`src/rtl/writeback_stage.sv`:
```
// Writeback stage: registers MEM results and drives the register-file write port and decode bypass.
// Optional retire counter enabled by defining WB_RETIRE_CNT_EN.
module writeback_stage #(
    parameter logic [4:0]  RETURN_ADDRESS = 5'd31,
    parameter logic [31:0] LINK_OFFSET    = 32'd8
) (
    input  logic        clock,
    input  logic        resetN,
    input  logic        memValid,
    output logic        memReady,
    input  logic        stall,
    input  logic [31:0] insnPc,
    input  logic [31:0] aluResult,
    input  logic [31:0] loadData,
    input  logic        regWrite,
    input  logic [1:0]  dstSel,
    input  logic [1:0]  srcSel,
    input  logic [1:0]  loadSize,
    input  logic        loadUnsigned,
    input  logic [4:0]  rtIn,
    input  logic [4:0]  rdIn,
    output logic        rfWriteEnable,
    output logic [4:0]  rfWriteAddr,
    output logic [31:0] rfWriteData,
    output logic        bypassValid,
    output logic        misalignErr,
    output logic [31:0] retireCount
);

    typedef struct packed {
        logic        valid;
        logic [31:0] pc;
        logic [31:0] alu;
        logic [31:0] ld;
        logic        reg_write;
        logic [1:0]  dst_sel;
        logic [1:0]  src_sel;
        logic [1:0]  load_size;
        logic        load_unsigned;
        logic [4:0]  rt;
        logic [4:0]  rd;
    } stage_t;

    stage_t stage_q;

    logic        accept;
    logic        in_misaligned;
    logic        misaligned;
    logic [7:0]  byte_val;
    logic [15:0] half_val;
    logic [31:0] load_val;
    logic [31:0] data;
    logic [4:0]  addr;
    logic        dst_none;

    // A load is misaligned when a half uses an odd offset or a word any nonzero offset.
    function automatic logic is_misaligned(
        input logic [1:0] src,
        input logic [1:0] size,
        input logic [1:0] off
    );
        logic bad;
        bad = 1'b0;
        if (src == 2'b01) begin
            if (size == 2'b01) bad = off[0];
            else if (size != 2'b00) bad = (off != 2'b00);
        end
        return bad;
    endfunction

    assign accept        = memValid & ~stall;
    assign in_misaligned = is_misaligned(srcSel, loadSize, aluResult[1:0]);
    assign memReady      = resetN & ~stall;

    // Stage register: capture on accept, bubble when idle, hold while stalled.
    always_ff @(posedge clock or negedge resetN) begin
        if (!resetN) begin
            stage_q <= '0;
        end else if (!stall) begin
            stage_q.valid <= memValid;
            if (memValid) begin
                stage_q.pc            <= insnPc;
                stage_q.alu           <= aluResult;
                stage_q.ld            <= loadData;
                stage_q.reg_write     <= regWrite;
                stage_q.dst_sel       <= dstSel;
                stage_q.src_sel       <= srcSel;
                stage_q.load_size     <= loadSize;
                stage_q.load_unsigned <= loadUnsigned;
                stage_q.rt            <= rtIn;
                stage_q.rd            <= rdIn;
            end
        end
    end

    // Sticky error flag, raised as soon as a misaligned load enters the stage.
    always_ff @(posedge clock or negedge resetN) begin
        if (!resetN) begin
            misalignErr <= 1'b0;
        end else if (accept && in_misaligned) begin
            misalignErr <= 1'b1;
        end
    end

    // Big-endian lane extraction and extension of the loaded word.
    always_comb begin
        byte_val = stage_q.ld[31:24];
        unique case (stage_q.alu[1:0])
            2'd0: byte_val = stage_q.ld[31:24];
            2'd1: byte_val = stage_q.ld[23:16];
            2'd2: byte_val = stage_q.ld[15:8];
            2'd3: byte_val = stage_q.ld[7:0];
        endcase
        half_val = stage_q.alu[1] ? stage_q.ld[15:0] : stage_q.ld[31:16];
        load_val = stage_q.ld;
        unique case (stage_q.load_size)
            2'b00: load_val = {{24{~stage_q.load_unsigned & byte_val[7]}}, byte_val};
            2'b01: load_val = {{16{~stage_q.load_unsigned & half_val[15]}}, half_val};
            default: load_val = stage_q.ld;
        endcase
    end

    // Source and destination selection for the write port.
    always_comb begin
        data = '0;
        unique case (stage_q.src_sel)
            2'b00: data = stage_q.alu;
            2'b01: data = load_val;
            2'b10: data = stage_q.pc + LINK_OFFSET;
            2'b11: data = '0;
        endcase
        addr     = '0;
        dst_none = 1'b0;
        unique case (stage_q.dst_sel)
            2'b00: addr = stage_q.rt;
            2'b01: addr = stage_q.rd;
            2'b10: addr = RETURN_ADDRESS;
            2'b11: dst_none = 1'b1;
        endcase
    end

    assign misaligned = is_misaligned(stage_q.src_sel, stage_q.load_size, stage_q.alu[1:0]);

    assign rfWriteEnable = stage_q.valid & stage_q.reg_write & ~dst_none
                         & (addr != 5'd0) & ~misaligned & ~stall;
    assign bypassValid   = rfWriteEnable;
    assign rfWriteAddr   = stage_q.valid ? addr : 5'd0;
    assign rfWriteData   = stage_q.valid ? data : 32'd0;

`ifdef WB_RETIRE_CNT_EN
    logic [31:0] retire_q;

    // Count every stage cycle that retires an instruction, whether or not it writes.
    always_ff @(posedge clock or negedge resetN) begin
        if (!resetN) begin
            retire_q <= '0;
        end else if (stage_q.valid && !stall) begin
            retire_q <= retire_q + 32'd1;
        end
    end

    assign retireCount = retire_q;
`else
    assign retireCount = '0;
`endif

endmodule

```
`config.mk`:
```
export PLATFORM = sky130hd
export DESIGN_NAME = writeback_stage
export DESIGN_NICKNAME = d
export VERILOG_FILES = /design/src/rtl/writeback_stage.sv
export SDC_FILE = /design/constraint.sdc
export NUM_CORES = 1
export LEC_CHECK = 0
export ABC_AREA = 1
export CAP_MARGIN = 20
export CORE_AREA = 2 2 120 122
export CTS_CLUSTER_SIZE = 20
export DETAILED_ROUTE_END_ITERATION = 10
export DIE_AREA = 0 0 122 124
export GPL_TIMING_DRIVEN = 0
export PLACE_DENSITY = 0.93
export SLEW_MARGIN = 20
export SYNTH_ARGS = -nofsm -noshare
export SYNTH_HDL_FRONTEND = slang
export SYNTH_SLANG_ARGS = --single-unit
```
`constraint.sdc`:
```
create_clock -name clock -period 3 [get_ports clock]
set_input_delay 0.6 -clock clock [delete_from_list [all_inputs] [get_ports clock]]
set_output_delay 0.6 -clock clock [all_outputs]
set_load 0.005 [all_outputs]
```
==> run_1/layer_met1.png <==
The bar under the picture is 20 microns long.
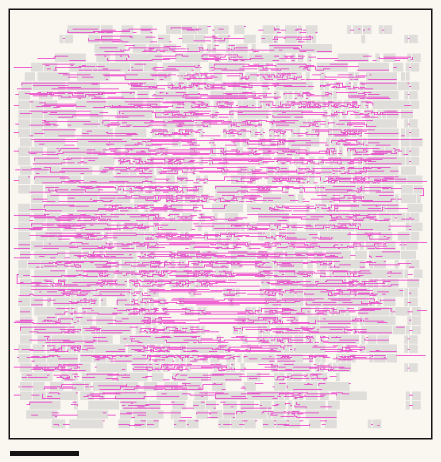
wire length on this layer: 10000 microns
longest straight run: 39.1 microns
main direction: horizontal
nets with wire on the layer: 1088
share of all routed wire: 40%
Detailed Route WL: 25.00 mm
number of vias in the routed layout: 7285
routing usage on met1: 44.39%

==> run_1/layer_met2.png <==
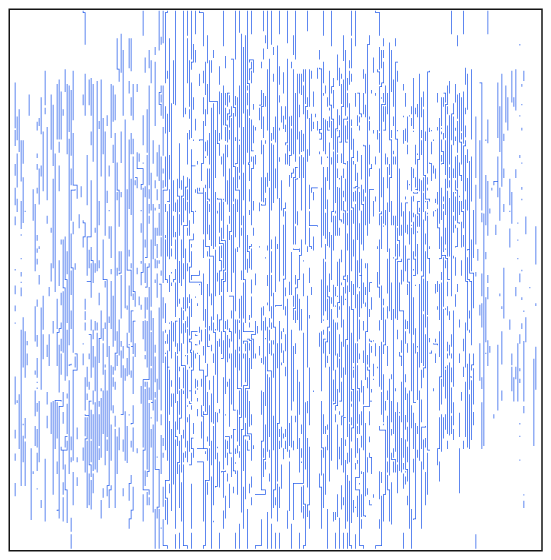
longest straight run: 53.7 microns
share of all routed wire: 46%
wire length on this layer: 11600 microns
GR met2 Demand/Resource: 53.53%

==> COMMIT_EDITMSG, run 1 <==
Refresh implementation metrics

- The OpenROAD report gives the critical path a data arrival time of 2370 ps.
- Cell type taking the most area: multi-input combinational cells
* First-iteration detailed-routing DRC count: 890
- The initialized floorplan defines 43 standard-cell rows.
- STA lists the endpoint of the worst register-to-register path as stage_q[12]$_DFFE_PN0P_.
- The critical path starts at stage_q[14]$_DFFE_PN0P_.
* Post-synthesis area per instance: 8.054 sq um
- Endpoints failing hold in the final report were tallied at 0.
- In the final routed layout, each cell accounts on average for 19.01 microns.
* Clock-pin slew reported for the worst setup and hold paths after clock tree synthesis: 60 ps
- Share of final-layout standard cells stronger than drive strength 1: 27.14%
* Fraction of standard cell area in multi-input logic: 37.34%
- The synthesized netlist has a Yosys-reported chip area of 0.007152 sq mm.
- Cell at the slowest stage of the critical path: sky130_fd_sc_hd__clkdlybuf4s50_1
* Clk buf depth: 2
- The tree is rooted in a sky130_fd_sc_hd__clkbuf_16.
- Prior to clock tree synthesis, the placed netlist has a worst setup slack of -22.11 ps.
- The design has 116 sequential cells.
* Slew Limit Fails: 0
* Later-pin clock latency in the skew report: 420 ps
- The floorplan step set the die width to 122 microns.
- The placement summary gives the final routability congestion estimate as 0.9725.
- In this run the number of H-tree levels came out at 4.
- Fraction of the core area occupied by cells at floorplan: 52.13%
- Share of the core filled with cells: 74.56%
- From the final report, the count of setup violators was given as 0.
- Hpwl dp: 18.46 mm
- In this design, the stage delay of the slowest critical-path cell is 530 ps.
- Largest net degree at the start of global routing: 63
* Final std cells w/o fill: 1315
- Combinational cells account for 28.4% of the total power.
- Number of tap cells inserted: 180
- Final setup margin: 27.81 ps
- In this run the worst path has a maximum fanout of 10.
- Hold repair after CTS inserted 0 buffers.
- The analysis reports a worst IR drop on VDD of 0.0004182 V.
* Startpoint type of the worst setup path: flop
- Across the whole layout, storage elements make up 28.56% of the cell area.
- Of all power groups, the one with the highest power is the clock network.
- Filler cell count in the final layout: 1000
- After Yosys synthesis, full adders, half adders and majority gates account for 0.1749% of the synthesized area.
- In the final layout, the clock buffer count is 20.
- Seq group: 2.04 mW
- Final hold slack: 133.4 ps
- Summing the sequential cell areas from Yosys gives 40.59% of the chip area.
* Timing endpoint of the critical path: rfWriteData[1]
- Layout Area Growth over Synthesis: 43.04%
- In the final layout, non-clock buffers account for 23.07% of the cell area.
- Setup repair after global routing missed its margin: true
- By area the synthesized netlist is led by sky130_fd_sc_hd__dfrtp_1, sky130_fd_sc_hd__mux2_2, sky130_fd_sc_hd__nand2_1, sky130_fd_sc_hd__nor2_1, sky130_fd_sc_hd__nand3_1.
- The floorplan step defined a core boundary enclosing 0.01372 sq mm.
* CP Data Required Time: 2400 ps
* Vias in the first global route: 6899
* Multiplexer area fraction after synthesis: 12.12%
- Multi-input logic cell count: 653
* Post-Synth Simple-Gate Area: 25.49%
* Number of cells after detailed placement: 1258
* Post-Layout Inst Area: 0.01023 sq mm
* LEAKAGE: 4.753 nW
* Pwr Density: 558.9 mW/mm^2
- Leaving out fill and tap cells, the most frequent cell in the layout is sky130_fd_sc_hd__nand2_1.
* Net switching fraction of the power: 31.74%
* Kind of capture point of the worst setup path: output pin
* Overall fraction of global-route tracks in use: 33.40%
- Number of non-clock buffers in the layout: 256
- Number of buffer cells added on primary ports: 158
- Min cycle time layout: 2972 ps
- In this run, the synthesized area fraction spent on AND-OR/OR-AND gates is recorded as 10.67%.
* Library cell with the largest summed area after synthesis: sky130_fd_sc_hd__dfrtp_1
- Distinct lib cells: 42
- Cell count of the worst reg-to-reg path: 4
- Top library cells by usage in the layout, fill and taps aside: sky130_fd_sc_hd__nand2_1, sky130_fd_sc_hd__clkdlybuf4s50_1, sky130_fd_sc_hd__nor2_1
- Clock network power consumption: 2.06 mW
- Summing the areas of all xor and xnor instances in the mapped netlist gives 0.1225% of the synthesized area.
- Period utilization: 99.07%
- The transition time recorded at the tightest slew-check pin is 744.1 ps.
- Total iterations of the first detailed-routing run: 6
* Total I/O pin count: 191
* Slew HR: 50.39%
- Across the run, the number of max-cap violations was 0.
* Ys flops: 116
- FMAX: 0.3365 GHz
* Number of inserted diodes: 0
* Worst hold path type: primary input to async pin
* Clk sink count: 116
- Largest type area fraction: 40.59%
* CTS Buf Count: 17
- Net switching power of the design: 1.815 mW
- Number of nets at the end of the flow: 1243
* Number of enable flip-flop cells: 0
- The post-placement cell area is 0.009104 sq mm.
* Number of instances in the synthesized netlist: 888
* Wire length of the first global-routing pass: 37.41 mm
* Tot Pwr: 5.718 mW
- Number of synthesis warnings: 0
- Chip area: 0.01513 sq mm
* Fraction of synthesis flops using an asynchronous set or reset pin: 100.0%
- Per the layout area report, the combinational gate area comes to 0.003820 sq mm.
* Sequential share of power: 35.6%
- For this run the aggregate overflow at the end of global routing stands at 0.
- Summed over all failing endpoints, the final setup total negative slack is 0 ps.
- Clock tree cell share of total cell area: 5.761%
* DRC violations left: 0
- The final layout report lists a non-clock inverter count of 80.
- Run status: finished clean
- Number of nets with antenna violations after routing: 0
- Measured along the y axis, the die boundary spans 124 microns.
- The synthesis run identifies the leading combinational cell family as simple AND/OR/NAND/NOR gates.
* Average vias per placed instance: 5.540
- Internal power consumption: 3.903 mW
- Footprint of the flip-flops and latches: 0.002922 sq mm
- The flow reports that the clock network draws 36.0% of the design power.
* Reg-to-Reg Start: stage_q[12]$_DFFE_PN0P_
- Worst-case register-to-register setup slack: 1860 ps
- In the Yosys report the total cell count is 888.
- Clock tree from TritonCTS: done
- Most common cell in the netlist: sky130_fd_sc_hd__nand2_1
- Summing every instance area after synthesis gives 0.007152 sq mm.
* Dominant synthesized flop cell: sky130_fd_sc_hd__dfrtp_1
* Worst-path cell chain: inv_2 -> nor2_4 -> buf_6 -> nand2_1 -> o21ai_0 -> inv_1 -> a21oi_2 -> clkdlybuf4s50_1
- The number of antenna violations at the first check in global routing came to 0.
- The tool warning count for the run is 28.
- The clock arrives with 0 ps of skew.
- Ranked by instance count, the synthesized netlist is headed by sky130_fd_sc_hd__nand2_1, sky130_fd_sc_hd__nor2_1, sky130_fd_sc_hd__dfrtp_1.
* Combinational power: 1.62 mW
- Critical Setup Path Class: flop to output pin
==> run_1/layer_met3.png <==
The bar under the picture is 20 microns long.
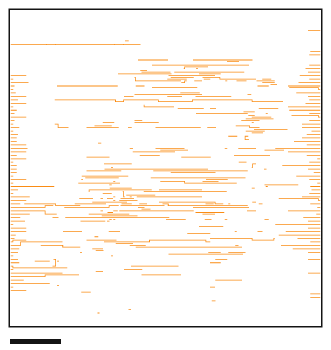
nets with wire on the layer: 254
wire length on this layer: 2610 microns
share of all routed wire: 10%
main direction: horizontal
longest straight run: 41.4 microns
fraction of met3 tracks used by global routing: 7.692%

run 1: timing repair:
item | 4_1_cts | 5_1_grt
resized | 60 | 62
endpoints found under the hold margin | 0 | 0
setup buffers | 13 | 14
pin swaps | 16 | 13
endpoints found under the setup margin | 34 | 21
run 1: worst max-delay path: cells and delay by family (launching register included):
family / cells / cell delay (ps)
buf+inv: 4 / 920
flops: 1 / 460
compound gates: 2 / 320
simple gates: 2 / 260
run 1: routing by layer:
layer	part of all wire (%)	global-route usage (%)
met1	40	44.39
met2	46	53.53
met3	10	7.692
met4	3.2	12.50
met5	0	0
run 1: state kept, by name, summed over array words and instances, names as in the netlist:
name         cells
stage_q        115
misalignErr      1
==> run 2, diff against run 1 <==
ABC_CLOCK_PERIOD_IN_PS = 3000   (was not set)
==> run_2/layer_met1.png <==
The bar under the picture is 20 microns long.
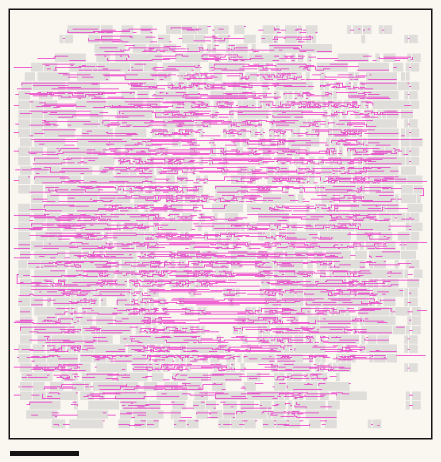
share of all routed wire: 40%
nets with wire on the layer: 1088
main direction: horizontal
wire length on this layer: 10000 microns

==> run_2/layer_met4.png <==
The bar under the picture is 20 microns long.
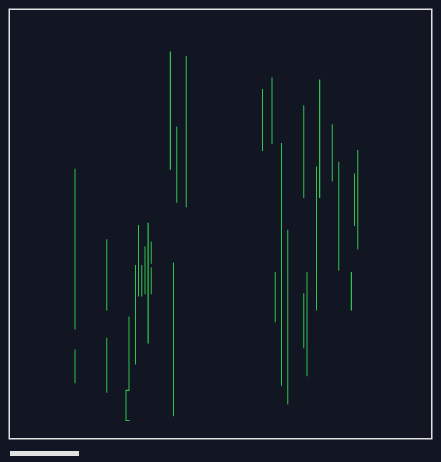
longest straight run: 70.0 microns
nets with wire on the layer: 28
share of all routed wire: 3.2%

==> run 2 against run 1 <==
Against the previous run:
- worst hold slack did not move
- sequential power barely moved
- clock power barely moved
- utilization did not move
- combinational power barely moved
- cell area did not move
- count of clock-buffer cells in the layout did not move
- fmax did not move
- critical endpoint unchanged
- largest cell class unchanged
- highest routed layer unchanged
==> COMMIT_EDITMSG, run 2 <==
Refresh implementation metrics

* Share of the core filled with cells: 74.56%
* Library cell with the largest summed area after synthesis: sky130_fd_sc_hd__dfrtp_1
* FF-to-FF End: stage_q[12]$_DFFE_PN0P_
- Combinational power: 1.62 mW
* Yosys cell count: 888
* Critical Setup Path Class: flop to output pin
* Dominant synthesized flop cell: sky130_fd_sc_hd__dfrtp_1
* DRC violations left: 0
- Leading cell types by count after synthesis: sky130_fd_sc_hd__nand2_1, sky130_fd_sc_hd__nor2_1, sky130_fd_sc_hd__dfrtp_1
- Per the post-synthesis report, the number of cells in the design is 888.
- The synthesis report lists the Yosys warning total as 0.
- Proportion of power drawn by the clock network: 36.0%
- The most common cell in the synthesized netlist is sky130_fd_sc_hd__nand2_1.
* Vias in the first global route: 6899
- Total global-route track usage over all layers is 33.40%.
- Prior to clock tree synthesis, the placed netlist has a worst setup slack of -22.11 ps.
- Ys flops: 116
- The register with the most flip-flops in the layout has 115 of them.
* Fraction of the core area occupied by cells at floorplan: 52.13%
- Tot Pwr: 5.718 mW
* Floorplan Core Area: 0.01372 sq mm
- Most common cell after layout, fill and taps aside: sky130_fd_sc_hd__nand2_1
* Busiest metal layer after global routing: met2
* CTS Buf Count: 17
- Total length of routed met2 wires: 11.56 mm
- CP Data Required Time: 2400 ps
* Fin. Hold Viols: 0
* Highest layer used for signal routing: met4
* Clk sink count: 116
- Worst clock skew on the final layout: 0 ps
- STA classifies the critical path endpoint as an output pin.
- Final std cells w/o fill: 1315
* First-iteration detailed-routing DRC count: 890
- The final critical path takes up 99.07% of the cycle.
- Slew Limit Fails: 0
* Worst-path cell chain: inv_2 -> nor2_4 -> buf_6 -> nand2_1 -> o21ai_0 -> inv_1 -> a21oi_2 -> clkdlybuf4s50_1
* Clock-pin slew reported for the worst setup and hold paths after clock tree synthesis: 60 ps
- For this run, the final setup violation count is recorded as 0.
- The finished design was reported to have a net count of 1243.
* Share of final-layout standard cells stronger than drive strength 1: 27.14%
* Hpwl dp: 18.46 mm
- Together, buffers and inverters on the worst path number 4.
- Tracing the worst setup path back leads to its startpoint at stage_q[14]$_DFFE_PN0P_.
- Ranked by total cell area, the synthesized netlist is headed by sky130_fd_sc_hd__dfrtp_1, sky130_fd_sc_hd__mux2_2, sky130_fd_sc_hd__nand2_1, sky130_fd_sc_hd__nor2_1, sky130_fd_sc_hd__nand3_1.
- The largest share of the power goes to the clock network.
- Final hold slack: 133.4 ps
- Setup repair after global routing could not meet its margin everywhere.
- The timing report gives the worst reg2reg path a setup slack of 1860 ps.
* Worst-path fanout max: 10
- The largest registers in the layout are stage_q x115, misalignErr x1.
- Total I/O pin count: 191
* Chip area: 0.01513 sq mm
- Clock tree from TritonCTS: done
- Largest register by flop count: stage_q
* Maximum cell stage delay along the critical path: 530 ps
- Cell internal power was estimated by the tool at 3.903 mW.
- Post-DP Area: 0.009104 sq mm
- The worst-case max-slew headroom was logged as 50.39%.
- Number of hold buffers added after cts: 0
* Pwr Density: 558.9 mW/mm^2
* Largest type area fraction: 40.59%
* Detailed-route wire length on metal 1: 10.02 mm
* Post-synthesis area per instance: 8.054 sq um
- The routed design shows a wire length per standard cell of 19.01 microns.
* Run status: finished clean
- Detailed Route WL: 25.00 mm
- Seq share, synth: 40.59%
- Entering global routing, the biggest net connects 63 pins.
- The worst-case IR drop observed on VDD is 0.0004182 V.
- In this run the worst hold path is classified as primary input to async pin.
* Category of cells accounting for the largest share of critical-path delay: buffers and inverters
- Combinational group share of total power: 28.4%
- With fillers left out, the area of the finished cells amounts to 0.01023 sq mm.
- Across the run, the number of max-cap violations was 0.
- Fraction of synthesis flops using an asynchronous set or reset pin: 100.0%
- Average vias per placed instance: 5.540
* Number of cells after detailed placement: 1258
* Setup Total Neg Slack: 0 ps
- The number of antenna violations at the first check in global routing is 0.
* Startpoint type of the worst setup path: flop
* Vertical die size: 124 microns
- Total cell area reported by yosys after synthesis: 0.007152 sq mm
- The first detailed-routing pass took 6 iterations.
- CTS placed an instance of sky130_fd_sc_hd__clkbuf_16 at the clock tree root.
- Number of buffer cells added on primary ports: 158
- Seq group: 2.04 mW
- Routing resource usage on met1 recorded by global route was 44.39%.
- GR met2 Demand/Resource: 53.53%
- Net switching fraction of the power: 31.74%
- Fraction of met3 tracks used by global routing: 7.692%
* Cell count of the worst reg-to-reg path: 4
- Site row count: 43
- Number of enable flip-flop cells: 0
- The H-tree was split into 4 levels.
- RePlAce ended its routability-driven mode at a weighted congestion of 0.9725.
- Timing endpoint of the critical path: rfWriteData[1]
run 2: logic make-up (layout without fill, tap and decap cells):
kind of cell	count (synthesis)	after routing	synth area share [%]
AOI/OAI and AO/OA	133	133	10.67
xor gates and xnor gates	1	1	0.1225
adders and majority gates	1	1	0.1749
buffers and inverters	150	366	10.78
DFF	116	116	40.59
muxes	77	77	12.12
other	1	32	0.05243
and+or+nand+nor	409	409	25.49
run 2: repair_timing:
| action | in CTS | in global routing |
|---|---|---|
| endpoints found under the setup margin | 34 | 21 |
| resized | 60 | 62 |
| buffers inserted | 13 | 14 |
| pin swaps | 16 | 13 |
run 2: layout make-up:
class	count	area, sq um
clock inverter	10	132.6
clock buffer	20	456.7
inverter	80	314.1
fill	1000	3490
tap	180	225.2
buffer	70	508.0
timing repair buffer	186	1852
multi-input combinational	653	3820
sequential	116	2922
==> run 3, diff against run 2 <==
RECOVER_POWER = 25   (was not set)
TNS_END_PERCENT = 5   (was not set)
==> run_3/layer_met3.png <==
The bar under the picture is 20 microns long.
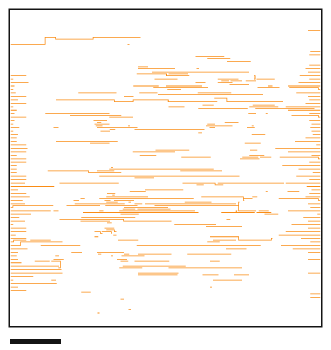
nets with wire on the layer: 247
longest straight run: 54.7 microns

==> run_3/clocks.png <==
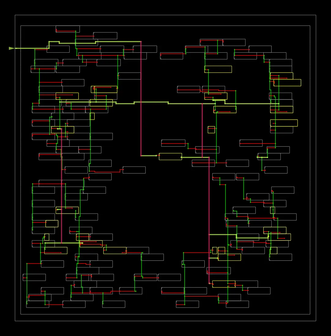
clock network power consumption: 2.05 mW
count of flip-flops and latches: 116
clk sink count: 116

==> run 3 against run 2 <==
Against the previous run:
- the flow now finishes with violations (max-capacitance violations, max-slew violations, negative setup slack)
- cell area decreased by 2.7%
- global-route usage about the same
- count of clock-buffer cells in the layout unchanged
- worst setup slack got worse by 83 ps
- critical path depth increased by 2
- utilization decreased by 2.0 points
- synthesized area unchanged
==> COMMIT_EDITMSG, run 3 <==
Refresh implementation metrics

* Leading cell types by count after synthesis: sky130_fd_sc_hd__nand2_1, sky130_fd_sc_hd__nor2_1, sky130_fd_sc_hd__dfrtp_1
- The final report lists the setup-violating endpoint count as 3.
- Overall fraction of global-route tracks in use: 33.45%
* Share of the core filled with cells: 72.59%
- Clock tree from TritonCTS: done
- Synth Cell Area: 0.007152 sq mm
- Vias in the first global route: 6878
* Slew HR: -4.863%
- Clock tree cell share of total cell area: 5.918%
- Distinct lib cells: 42
* Worst slack, placed: -22.11 ps
* Slew Limit Fails: 63
- Wire length of the first global-routing pass: 37.50 mm
- According to the cell report, the number of logic gates is 653.
- CTS Buf Count: 17
* Number of vias in the routed layout: 7160
* Setup Total Neg Slack: -66.98 ps
- Recorded from the global router log, the overflow total was 0.
- Top library cells by usage in the layout, fill and taps aside: sky130_fd_sc_hd__nand2_1, sky130_fd_sc_hd__clkdlybuf4s50_1, sky130_fd_sc_hd__nor2_1
* Dominant synthesized flop cell: sky130_fd_sc_hd__dfrtp_1
* Run status: finished with violations
- Total I/O pin count: 191
- Worst hold path type: primary input to async pin
* X dimension of the die: 122 microns
- Average vias per placed instance: 5.520
- The share of the Yosys chip area taken by registers is 40.59%.
* Worst-path cell chain: buf_6 -> clkinv_4 -> nand2_2 -> a21oi_4 -> nand3_4 -> buf_4 -> o211ai_1 -> nand2_1 -> a21oi_2 -> clkdlybuf4s50_1
* Hpwl dp: 18.46 mm
* Pwr Density: 563.4 mW/mm^2
* Maximum cell stage delay along the critical path: 520 ps
- The worst path uses 101.8% of the clock period.
- Post-synthesis share of cell area spent on xor and xnor gates: 0.1225%
- Per the OpenROAD timing report, the critical path contains 10 cells.
- Number of inserted diodes: 0
- Of the total synthesized cell area, the portion taken by AND, OR, NAND and NOR gates is 25.49%.
* Critical path arrival: 2460 ps
- The number of cells reported by Yosys stat comes to 888.
- Total cell area reported by yosys after synthesis: 0.007152 sq mm
* Non-CTS inverters: 80
- The worst register-to-register path begins at stage_q[12]$_DFFE_PN0P_.
- Min cycle time layout: 3055 ps
* Clock Buffer Count: 20
* First-iteration detailed-routing DRC count: 865
- Number of nets with antenna violations after routing: 0
- In the final design database the tool counted 1225 nets.
- During synthesis, Yosys emitted a total of 0 warnings.
* Final std cells w/o fill: 1297
- Peak supply drop: 0.0004155 V
* Total iterations of the first detailed-routing run: 7
- Cell type taking the most area: multi-input combinational cells
- Number of instances in the synthesized netlist: 888
- Per the layout area report, the register area comes to 0.002919 sq mm.
* Worst setup path startpoint: stage_q[12]$_DFFE_PN0P_
- The filler cells instantiated in the layout total 1063.
- Non-clock buffer area fraction after layout: 21.75%
- Site row count: 43
* Chip area: 0.01513 sq mm
* Number of flip-flops under the largest register name: 115
- Worst-path fanout max: 10
* CTS H-tree lvls: 4
- After detailed placement, the design holds a cell count of 1258.
- Worst-case register-to-register setup slack: 1840 ps
- Violations in the final reports: max-capacitance violations, max-slew violations, negative setup slack
- The biggest area contributor in the post-synthesis netlist is sky130_fd_sc_hd__dfrtp_1.
* Fin. Hold Viols: 0
- Buffers inserted to repair hold after CTS numbered 0.
* FF-to-FF End: stage_q[12]$_DFFE_PN0P_
* Multiplexer area fraction after synthesis: 12.12%
* Maximum Capacitance Violations: 1
- Setup slack on the critical path of the routed design comes to -55.32 ps.
- Clock-pin slew reported for the worst setup and hold paths after clock tree synthesis: 50 ps
- FMAX: 0.3273 GHz
- Most common cell after layout, fill and taps aside: sky130_fd_sc_hd__nand2_1
- Final Wtd Congestion: 0.9725
- Number of buffer cells added on primary ports: 158
* Final hold slack: 117.1 ps
- In the post-synthesis netlist, the biggest area contributors are sky130_fd_sc_hd__dfrtp_1, sky130_fd_sc_hd__mux2_2, sky130_fd_sc_hd__nand2_1, sky130_fd_sc_hd__nor2_1, sky130_fd_sc_hd__nand3_1.
- CTS reports a maximum clock tree buffer depth of 2.
- LEAKAGE: 4.592 nW
- Post-Layout Inst Area: 0.009958 sq mm
- Top flop regs: stage_q x115, misalignErr x1
- In the final layout, the share of cells above drive strength 1 is 24.26%.
- Synth Area in Compound Gates: 10.67%
* Post-DP Area: 0.009104 sq mm
* CTS Root Cell: sky130_fd_sc_hd__clkbuf_16
* DRC violations left: 0
- Antenna violations before repair: 1
- From bottom edge to top edge, the die measures 124 microns.
- Kind of capture point of the worst setup path: output pin
- Per the post-run analysis, buffers plus inverters along the critical path come to 4.
* Largest net degree at the start of global routing: 63
- In this run the layout overhead on the synthesized area is reported as 39.24%.
- Number of enable flip-flop cells: 0
- The total area inside the core boundary comes to 0.01372 sq mm.
- For the final database, setup skew stands at 0 ps.
- The register with the most flip-flops in the final layout is stage_q.
- Detailed Route WL: 24.49 mm
* Fraction of synthesis flops using an asynchronous set or reset pin: 100.0%
* Category of cells accounting for the largest share of critical-path delay: buffers and inverters
* Ys flops: 116
- Most common cell in the netlist: sky130_fd_sc_hd__nand2_1
* Timing endpoint of the critical path: rfWriteData[8]
- Largest type area fraction: 40.59%
- In the final layout, multi-input gates take up 37.67% of the cell area.
## run 3: cell counts after synthesis
No cell type changed its count.
## run 3: report_power, final
group / total, mW / switching (mW) / internal (mW)
combinational: 1.53 / 0.815 / 0.717
sequential: 2.03 / 0.234 / 1.79
clock: 2.05 / 0.720 / 1.33
## run 3: timing repair
item / in CTS / in global routing
buffers inserted: 8 / 1
resized: 63 / 25
endpoints found under the setup margin: 34 / 19
pin swaps: 10 / 5
endpoints found under the hold margin: 0 / 0
## run 3: routing by layer
metal / global-route usage, % / wire [microns]
met1: 44.27 / 9774
met5: 0 / 33
met2: 54.22 / 11410
met3: 7.921 / 2680
met4: 11.35 / 592
Power and IR drop assume default switching activity.
